Run 1, metal layers overlaid:
Only two layers are drawn.
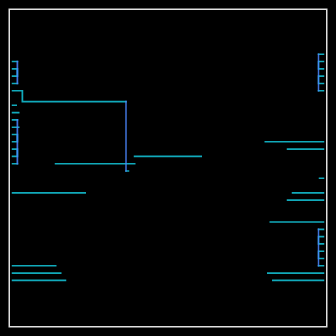
Run 1, sizing map:
The bar under the picture is 20 µm long.
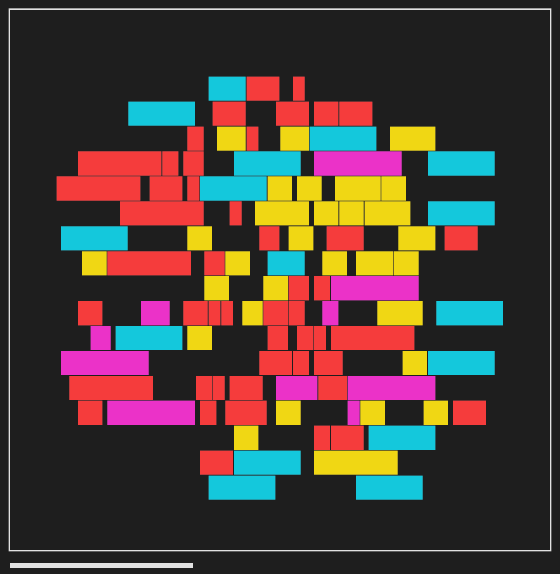
Run 1, signal wires on met2:
The bar under the picture is 20 µm long. Cells faint in the background.
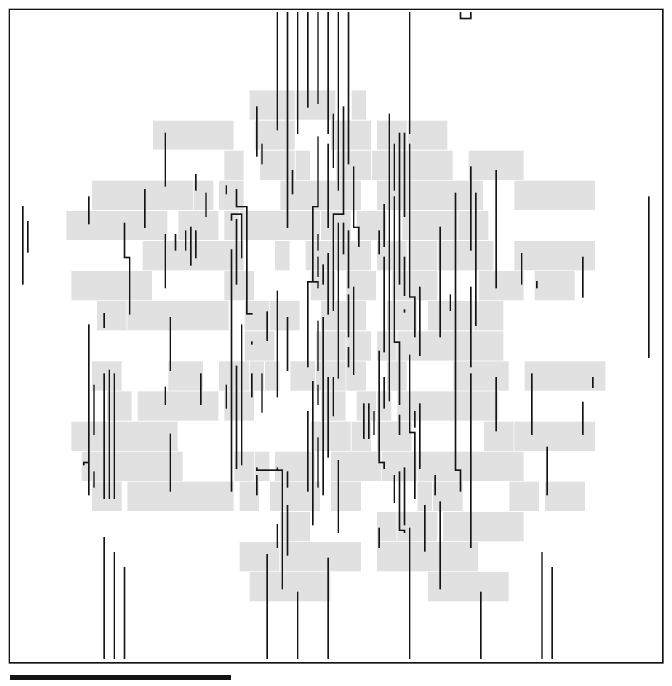
Run 1, congestion heat map:
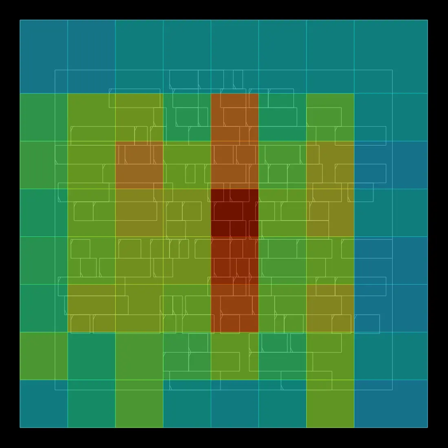
===== src/rtl/systemizer_pkg.sv =====
// Shared types and constants for the systemizer phase sequencer.
package systemizer_pkg;

    typedef enum logic [2:0] {
        IDLE,
        START,
        WAIT,
        NEXT,
        ABORT
    } ctrl_state_t;

    localparam int ENG_RST_CYCLES = 2;
    localparam int RST_CNT_W      = $clog2(ENG_RST_CYCLES + 1);

    function automatic int calc_addr_w(input int l, input int k, input int n);
        return $clog2(l * k / n);
    endfunction

    function automatic int calc_blk_w(input int k, input int n);
        return $clog2(k / n + 1);
    endfunction

endpackage


===== src/rtl/systemizer_mem_mux.sv =====
// Host/engine memory port arbitration; flags host accesses attempted while busy.
module systemizer_mem_mux
    import systemizer_pkg::*;
#(
    parameter int ADDR_W = 5,
    parameter int DATA_W = 4
) (
    input  logic              busy,
    input  logic              host_rd_en,
    input  logic [ADDR_W-1:0] host_rd_addr,
    output logic [DATA_W-1:0] host_dout,
    input  logic              host_wr_en,
    input  logic [ADDR_W-1:0] host_wr_addr,
    input  logic [DATA_W-1:0] host_din,
    output logic              eng_rd_en,
    output logic [ADDR_W-1:0] eng_rd_addr,
    input  logic [DATA_W-1:0] eng_dout,
    output logic              eng_wr_en,
    output logic [ADDR_W-1:0] eng_wr_addr,
    output logic [DATA_W-1:0] eng_din,
    output logic              acc_err_set
);

    always_comb begin
        eng_rd_en   = host_rd_en & ~busy;
        eng_rd_addr = host_rd_addr;
        eng_wr_en   = host_wr_en & ~busy;
        eng_wr_addr = host_wr_addr;
        eng_din     = host_din;
        host_dout   = eng_dout;
        acc_err_set = busy & (host_rd_en | host_wr_en);
    end

endmodule


===== src/rtl/systemizer_phase_ctrl.sv =====
// Phase sequencer for the GF(2^M) systemizer engine.
// Optional SYSTEMIZER_CYCLE_COUNT_EN adds a saturating busy-cycle counter output.
module systemizer_phase_ctrl
    import systemizer_pkg::*;
#(
    parameter int N          = 4,
    parameter int M          = 1,
    parameter int L          = 8,
    parameter int K          = 16,
    parameter int NUM_PHASES = L / N,
    parameter int ADDR_W     = calc_addr_w(L, K, N),
    parameter int BLK_W      = calc_blk_w(K, N)
) (
    input  logic              clk,
    input  logic              rst,
    input  logic              run,
    input  logic              abort,
    output logic              busy,
    output logic              done,
    output logic              fail,
    output logic              acc_err,
    output logic [BLK_W-1:0]  phase_idx,
    input  logic              host_rd_en,
    input  logic [ADDR_W-1:0] host_rd_addr,
    output logic [N*M-1:0]    host_dout,
    input  logic              host_wr_en,
    input  logic [ADDR_W-1:0] host_wr_addr,
    input  logic [N*M-1:0]    host_din,
    output logic              eng_rst,
    output logic              eng_start,
    output logic              eng_last_phase,
    output logic [BLK_W-1:0]  eng_start_block,
    input  logic              eng_done,
    input  logic              eng_fail,
    output logic              eng_rd_en,
    output logic [ADDR_W-1:0] eng_rd_addr,
    input  logic [N*M-1:0]    eng_dout,
    output logic              eng_wr_en,
    output logic [ADDR_W-1:0] eng_wr_addr,
    output logic [N*M-1:0]    eng_din
`ifdef SYSTEMIZER_CYCLE_COUNT_EN
    ,
    output logic [31:0]       cycle_cnt
`endif
);

    if (NUM_PHASES > K / N || NUM_PHASES < 1) begin : g_bad_phases
        $error("systemizer_phase_ctrl: NUM_PHASES must be in 1..K/N");
    end

    ctrl_state_t          state_q, state_d;
    logic [BLK_W-1:0]     phase_idx_q, phase_idx_d;
    logic                 fail_q, fail_d;
    logic                 acc_err_q, acc_err_d;
    logic                 done_q, done_d;
    logic [RST_CNT_W-1:0] rst_cnt_q, rst_cnt_d;
    logic                 acc_err_set;
    logic                 last_phase;

    assign last_phase = (phase_idx_q == BLK_W'(NUM_PHASES - 1));

    always_comb begin
        state_d     = state_q;
        phase_idx_d = phase_idx_q;
        fail_d      = fail_q;
        acc_err_d   = acc_err_q | acc_err_set;
        done_d      = 1'b0;
        rst_cnt_d   = (rst_cnt_q != '0) ? rst_cnt_q - RST_CNT_W'(1) : '0;
        unique case (state_q)
            IDLE: begin
                if (run) begin
                    fail_d      = 1'b0;
                    acc_err_d   = 1'b0;
                    phase_idx_d = '0;
                    state_d     = START;
                end
            end
            START: state_d = WAIT;
            WAIT: begin
                if (eng_fail) begin
                    fail_d  = 1'b1;
                    state_d = IDLE;
                end else if (eng_done) begin
                    if (last_phase) begin
                        done_d  = 1'b1;
                        state_d = IDLE;
                    end else begin
                        state_d = NEXT;
                    end
                end
            end
            NEXT: begin
                phase_idx_d = phase_idx_q + BLK_W'(1);
                state_d     = START;
            end
            ABORT: begin
                if (rst_cnt_q <= RST_CNT_W'(1)) state_d = IDLE;
            end
            default: state_d = IDLE;
        endcase
        // Abort wins over any engine event landing in the same cycle.
        if (abort && (state_q == START || state_q == WAIT || state_q == NEXT)) begin
            state_d     = ABORT;
            rst_cnt_d   = RST_CNT_W'(ENG_RST_CYCLES);
            done_d      = 1'b0;
            fail_d      = fail_q;
            phase_idx_d = phase_idx_q;
        end
    end

    always_ff @(posedge clk or negedge rst) begin
        if (!rst) begin
            state_q     <= IDLE;
            phase_idx_q <= '0;
            fail_q      <= 1'b0;
            acc_err_q   <= 1'b0;
            done_q      <= 1'b0;
            rst_cnt_q   <= RST_CNT_W'(ENG_RST_CYCLES);
        end else begin
            state_q     <= state_d;
            phase_idx_q <= phase_idx_d;
            fail_q      <= fail_d;
            acc_err_q   <= acc_err_d;
            done_q      <= done_d;
            rst_cnt_q   <= rst_cnt_d;
        end
    end

    assign busy            = (state_q != IDLE);
    assign done            = done_q;
    assign fail            = fail_q;
    assign acc_err         = acc_err_q;
    assign phase_idx       = phase_idx_q;
    assign eng_rst         = (rst_cnt_q != '0);
    assign eng_start       = (state_q == START);
    assign eng_start_block = phase_idx_q;
    assign eng_last_phase  = last_phase && (state_q == START || state_q == WAIT);

    systemizer_mem_mux #(
        .ADDR_W (ADDR_W),
        .DATA_W (N * M)
    ) u_mem_mux (
        .busy         (busy),
        .host_rd_en   (host_rd_en),
        .host_rd_addr (host_rd_addr),
        .host_dout    (host_dout),
        .host_wr_en   (host_wr_en),
        .host_wr_addr (host_wr_addr),
        .host_din     (host_din),
        .eng_rd_en    (eng_rd_en),
        .eng_rd_addr  (eng_rd_addr),
        .eng_dout     (eng_dout),
        .eng_wr_en    (eng_wr_en),
        .eng_wr_addr  (eng_wr_addr),
        .eng_din      (eng_din),
        .acc_err_set  (acc_err_set)
    );

`ifdef SYSTEMIZER_CYCLE_COUNT_EN
    logic [31:0] cyc_q, cyc_d;

    always_comb begin
        cyc_d = cyc_q;
        if (state_q == IDLE && run) begin
            cyc_d = '0;
        end else if (busy && cyc_q != '1) begin
            cyc_d = cyc_q + 32'd1;
        end
    end

    always_ff @(posedge clk or negedge rst) begin
        if (!rst) cyc_q <= '0;
        else      cyc_q <= cyc_d;
    end

    assign cycle_cnt = cyc_q;
`endif

endmodule

===== config.mk =====
export PLATFORM = sky130hd
export DESIGN_NAME = systemizer_phase_ctrl
export DESIGN_NICKNAME = d
export VERILOG_FILES = /design/src/rtl/systemizer_pkg.sv /design/src/rtl/systemizer_mem_mux.sv /design/src/rtl/systemizer_phase_ctrl.sv
export SDC_FILE = /design/constraint.sdc
export NUM_CORES = 1
export LEC_CHECK = 0
export CAP_MARGIN = 40
export CORE_MARGIN = 5
export CORE_UTILIZATION = 33
export DETAILED_ROUTE_END_ITERATION = 8
export PLACE_DENSITY_LB_ADDON = 0.12
export SYNTH_ARGS = -nofsm -noshare
export SYNTH_HDL_FRONTEND = slang
export SYNTH_SLANG_ARGS = --single-unit

===== constraint.sdc =====
create_clock -name clk -period 1.5 [get_ports clk]
set_input_delay 0.3 -clock clk [delete_from_list [all_inputs] [get_ports clk]]
set_output_delay 0.3 -clock clk [all_outputs]
set_load 0.05 [all_outputs]

==> results.txt, run 1 <==
run metrics: Latency at later pin around 270 ps, Cell Area, Synth 789.5 µm², Chip Width roughly 59 µm, Die Area roughly 3500 µm², hpwl dp 1493 µm, Top FF cell, synth dfrtp_1, row count 17, Hold Buf Count CTS 0, CP max FO 4, crit path cell chain nor2b_4, nand2b_4, and3_4, buf_12, most common cell in the synthesized netlist buf_4, Post-synth EDFFs 0, n_diodes 0, synth cell count leaders buf_4 (24), dfrtp_1 (10), nand2b_1 (4), nor2_1 (4), arrival time at the worst endpoint roughly 1300 ps, Reg2Reg Launch Point eng_start_block[0], synth unique cells 31, CTS tree built, Final setup viols 4, P&R area growth vs syn 56.58%, final worst setup slack -108.8 ps, critical path startpoint state_q[1], Via density approximately 4.7, clk_skew just over 1 ps, failing checks negative setup slack, Gate power share 0.687, critical path startpoint category flip-flop, flops out of synthesis 11, Power Density between 1500 and 2000 nW/µm², total CTS buffers 3, clock sink total 11, nets@finish between 100 and 150, share of cells above drive strength 1 0.5385, Int Pwr roughly 1300 µW, Crit Path Class flip-flop to output pin, tool warning count 29, Post-Syn Instances between 80 and 90, outcome complete, but fails checks, Ports between 50 and 60, Final GP Congestion about 0.86, DRT Wirelength slightly below 2000 µm, Total Power 2248 µW, gr usage total 0.1209, Clk network pwr share 0.087, Reg power frac 0.226, Critical Path Sink Type output pin, Gate Area approximately 380 µm², Net Switching slightly below 1000 µW, placed cells around 120, DR WL/cell ~15 µm, drt pass-1 iters 3, largest net degree at the start of global routing 12, fill count between 200 and 250, port bufs 22, post-synthesis cell count from yosys between 80 and 90, post-synth net total 113, WHS around 330 ps, YS warnings 0, Async S/R FF share, synth 1.000, Hold Fails Final Rpt 0, largest buffer count on any clock path 2, htree depth 1, Least-Margin Pin Slew around 250 ps, max incr delay on CP ~450 ps, post_cts resized 15, antenna-violating nets left 0, post-route insts no fill 132, Slew Limit Fails 0, routed via count between 600 and 700, Flop area roughly 280 µm², Core Area roughly 2300 µm², Clk Tree Root Cell clkbuf_4, slew margin rel. 0.8299, hold crit path type input port to asynchronous set/reset pin, register area share after synthesis 0.3502, max frequency approximately 620 MHz, fin crit share 1.073, vias in the first global route about 680, grt total ovfl 0, WP data required between 1000 and 1500 ps, Leak between 0.0005 and 0.0006 µW, MaxCap Viol Count 0, die height 58.91 µm, cell taking the most area after synthesis dfrtp_1, Synth Area per Inst 9.288 µm², Crit-path slowest cell dfrtp_2, worst vdd ir about 0.0011 V, synthesis area per yosys about 790 µm², remaining routing DRC violations 0, post-CTS setup buffer count 5, switch share 0.4324, Synth top area share 0.3170, Detailed Route Iter0 Violations 10, FP Util 0.3502, initial antenna violation count 0, min Tclk post-route 1609 ps, RSZ-0062 raised after global routing true, clock transition at the registers of the reported paths ~70 ps, global-route wire length before repair about 3200 µm, Largest cells by area dfrtp_1 (32%), buf_4 (23%), dfstp_2 (3.3%), ha_1 (3.2%), nand2b_1 (3.2%)
About 'metal layers overlaid':
[metal 4] blue | wire length: 38.8 µm
[metal 3] cyan | wire length: 184 µm

About 'sizing map':
[_6 and larger] cyan | cells: 16 | share: 15%
[_2 cells] magenta | cells: 10 | share: 9.6%
[_3 and _4 cells] yellow | cells: 30 | share: 29%
[_0 and _1 cells] red | cells: 48 | share: 46%

About 'signal wires on met2':
wire length on this layer: 925 µm
longest straight run: 25.8 µm
main direction: vertical

About 'congestion heat map':
met1 Usage GRT: 0.1379
met2 usage: 0.1861

-- run 1: state kept, by name (all words and copies together), names as in the netlist --
register	cells
state_q	3
done	1
acc_err	1
rst_cnt_q	2
fail	1
eng_start_block	3
-- run 1: critical path: cells and delay by family (launching register included) --
family	cells	cell delay, ps
flip-flops	1	450
AND/OR/NAND/NOR	3	450
buffers and inverters	1	140
-- run 1: power by group through the flow --
stage,logic (µW),registers (µW),clock network (µW)
2_1_floorplan,817,520,0
3_3_place_gp,1340,474,0
3_5_place_dp,1350,477,0
4_1_cts,1490,497,206
5_1_grt,1630,518,226
6_report,1550,507,195
-- run 1: cell families (layout without fill, tap and decap cells) --
| group | after synthesis | in the layout | synth area share |
|---|---|---|---|
| simple gates | 29 | 29 | 0.2282 |
| buf+inv | 28 | 47 | 0.2472 |
| compound gates | 13 | 13 | 0.1173 |
| flops | 11 | 11 | 0.3502 |
| fa+ha+maj | 2 | 2 | 0.03169 |
| mux | 2 | 2 | 0.02536 |
-- run 1: layout by cell type (no fill, tap or decap), drive strengths merged --
cell type | Yosys | routed
a2111o | 1 | 1
a21boi | 1 | 1
a21o | 1 | 1
a21oi | 3 | 3
a22o | 1 | 1
a31o | 1 | 1
a32o | 1 | 1
and2 | 2 | 2
and3 | 2 | 2
and4b | 1 | 1
buf | 24 | 32
clkbuf | 0 | 3
clkdlybuf4s50 | 0 | 7
clkinv | 0 | 1
dfrtp | 10 | 10
dfstp | 1 | 1
ha | 2 | 2
inv | 4 | 4
mux2i | 2 | 2
nand2 | 2 | 2
nand2b | 4 | 4
nand4 | 1 | 1
nor2 | 4 | 4
nor2b | 3 | 3
nor3 | 4 | 4
nor3b | 4 | 4
o21ai | 3 | 3
o2bb2ai | 1 | 1
or2 | 1 | 1
or3 | 1 | 1
-- run 1: per-layer routing --
layer  vias to the layer above  share of wire  GRT usage  wire length, µm
met5                         -              0          0                0
met4                         0          0.020    0.05502               38
met3                        10          0.096    0.06360              184
met2                        20           0.48     0.1861              925
met1                       289           0.40     0.1379              777
li1                        305              -          -                -
-- run 1: cell type report --
type / count / share of cell area
timing repair buffer: 39 / 0.3988
multi-input combinational: 46 / 0.3087
sequential: 11 / 0.2277
tap: 28 / 0.02834
clock buffer: 3 / 0.01822
inverter: 4 / 0.01417
clock inverter: 1 / 0.004049
-- run 1: path summary, 6_finish.rpt --
| path | endpoint | slack (ps) | depth (start not counted) |
|---|---|---|---|
| worst min register to register | rst_cnt_q[0] | 460 | 1 |
| worst max register to register | state_q[1] | 90 | 5 |
| min in group clk | rst_cnt_q[0] | 460 | 1 |
| worst max-delay path | eng_last_phase | -110 | 4 |
| worst min-delay path | eng_start_block[1] | 330 | 2 |
| max in group asynchronous | rst_cnt_q[1] | 950 | 2 |
-- run 1: metrics by stage --
stage / setup slack [ps] / utilization / cell area (µm²) / setup TNS [ps]
2_1_floorplan: 11.71 / - / 802.0 / 0
3_3_place_gp: 9.498 / 0.4867 / 1097 / 0
3_5_place_dp: -25.62 / 0.4867 / 1097 / -42.85
4_1_cts: -111.3 / 0.5383 / 1214 / -276.4
5_1_grt: -169.6 / 0.5483 / 1236 / -511.8
6_report: -108.8 / 0.5483 / 1236 / -260.6
Run 1, signal wires on met1:
The bar under the picture is 20 µm long. Supply wires on this layer in gray. Cells faint in the background.
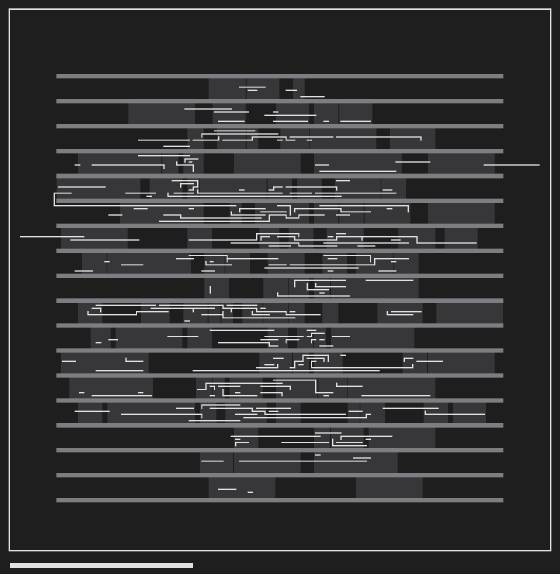

==> run 2, diff against run 1 <==
Settings changed: CORE_ASPECT_RATIO from default to 0.9.
Run 2, signal wires on met1:
The bar under the picture is 20 µm long. Supply wires on this layer in gray. Cells faint in the background.
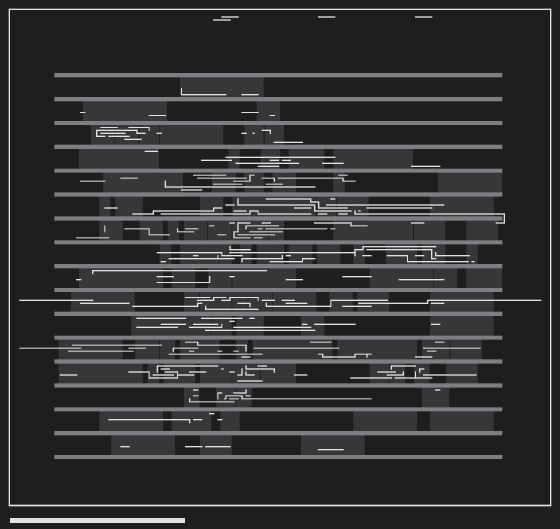
share of all routed wire: 40%
longest straight run: 19.8 µm

==> results.txt, run 2 <==
run metrics: Hold Fails Final Rpt 0, aoi share 0.1173, DR WL/cell about 15 µm, routed via count roughly 640, clk_skew just over 7 ps, arrival time at the worst endpoint around 1300 ps, failing checks negative setup slack, hold crit path type input port to asynchronous set/reset pin, Largest cells by area dfrtp_1 (32%), buf_4 (23%), dfstp_2 (3.3%), ha_1 (3.2%), nand2b_1 (3.2%), slew margin rel. 0.7658, R2R Setup Slk roughly 50 ps, tool warning count 29, Synth mux share 0.02536, Async S/R FF share, synth 1.000, Post-Syn Instances about 85, worst vdd ir ~0.0013 V, Synth top area share 0.3170, global-route wire length before repair a little under 3000 µm, Core Area around 2200 µm², Critical Path Sink Type output pin, max frequency between 600 and 700 MHz, fill count 204, Top FF cell, synth dfrtp_1, n_diodes 0, Reg2Reg Launch Point eng_start_block[1], Clk Tree Root Cell clkbuf_4, setup TNS -515.2 ps, Leak 0.0005100 µW, clock transition at the registers of the reported paths roughly 70 ps, CTS tree built, synth unique cells 31, post-synthesis cell count from yosys approximately 85, vias in the first global route around 650, CP max FO 2, FP Util 0.3553, Crit Path Class flip-flop to output pin, Final setup viols 5, share of cells above drive strength 1 0.4848, Power Density about 1800 nW/µm², antenna-violating nets left 0, Die Area between 3000 and 4000 µm², row count 16, final worst setup slack -139.2 ps, outcome complete, but fails checks, drt pass-1 iters 4, htree depth 1, Via density roughly 5.1, synthesis area per yosys around 800 µm², remaining routing DRC violations 0, worst reg2reg endpoint state_q[0], Synth Area per Inst 9.288 µm², Chip Width 61.56 µm, Main logic family buffers and inverters, DRT Wirelength approximately 1800 µm, post-synth net total roughly 110, largest net degree at the start of global routing 12, Slew Limit Fails 0, Commonest Layout Cell buf_12, Final GP Congestion 0.8108, port bufs 22, nets@finish between 100 and 150, min Tclk post-route 1639 ps, Latency at later pin 270 ps, register area share after synthesis 0.3502
run 2: worst max path at each step:
stage | end | slack (ps) | cells after the start | start
floorplan | state_q[0] | 10 | 5 | eng_start_block[1]
global placement | state_q[0] | -60 | 4 | abort
detailed placement | state_q[0] | -100 | 4 | abort
CTS | eng_rd_en | -150 | 3 | state_q[1]
global route | eng_rd_en | -250 | 3 | state_q[1]
finish | eng_last_phase | -140 | 5 | eng_start_block[1]
run 2: layout make-up:
type | instances | area, µm² | area share
repair buffers | 34 | 451.7 | 0.3849
inverters | 4 | 17.52 | 0.01493
flip-flops and latches | 11 | 281.5 | 0.2399
well taps | 27 | 33.78 | 0.02878
multi-input cells | 46 | 362.8 | 0.3092
clock buffers | 4 | 26.28 | 0.02239
run 2: report_power, final:
part	internal [µW]	leakage, µW	switching [µW]
Clock	103	0.0000150	96.0
Sequential	391	0.000138	102
Combinational	676	0.000357	724
Total	1170	0.000510	922
run 2: worst max-delay path, stage by stage, from the launching register on:
cell and delay, ps:
dfrtp_2 420, inv_2 70, ha_4 120, nor2b_4 140
and3_4 190, buf_12 130
run 2: timing repair:
action,4_1_cts,5_1_grt
buffers inserted,3,0
gates resized,11,2
hold buffers,0,0
setup endpoints to repair,5,6
pin swaps,1,0
run 2: metal layers:
metal	vias to the layer above	share of wire	GRT usage
li1	296	-	-
met1	301	0.40	0.1389
met2	34	0.47	0.1749
met3	10	0.12	0.05505
met4	0	0.020	0.03333
met5	-	0	0
run 2: metrics by stage:
stage,worst slack [ps],instances,instance area (µm²),util
CTS,-145.2,126,1167,0.5253
global placement,-64.63,119,1081,0.4865
detailed placement,-102.4,119,1081,0.4865
finish,-139.2,126,1174,0.5282
global route,-245.9,126,1174,0.5282
floorplan,11.71,85,802.0,-
run 2: kinds of logic (layout without fill, tap and decap cells):
family | count (synthesis) | after routing
buf+inv | 28 | 42
compound gates | 13 | 13
mux | 2 | 2
simple gates | 29 | 29
flops | 11 | 11
fa+ha+maj | 2 | 2
No activity file was given, so power comes from the tool's default toggle rates.
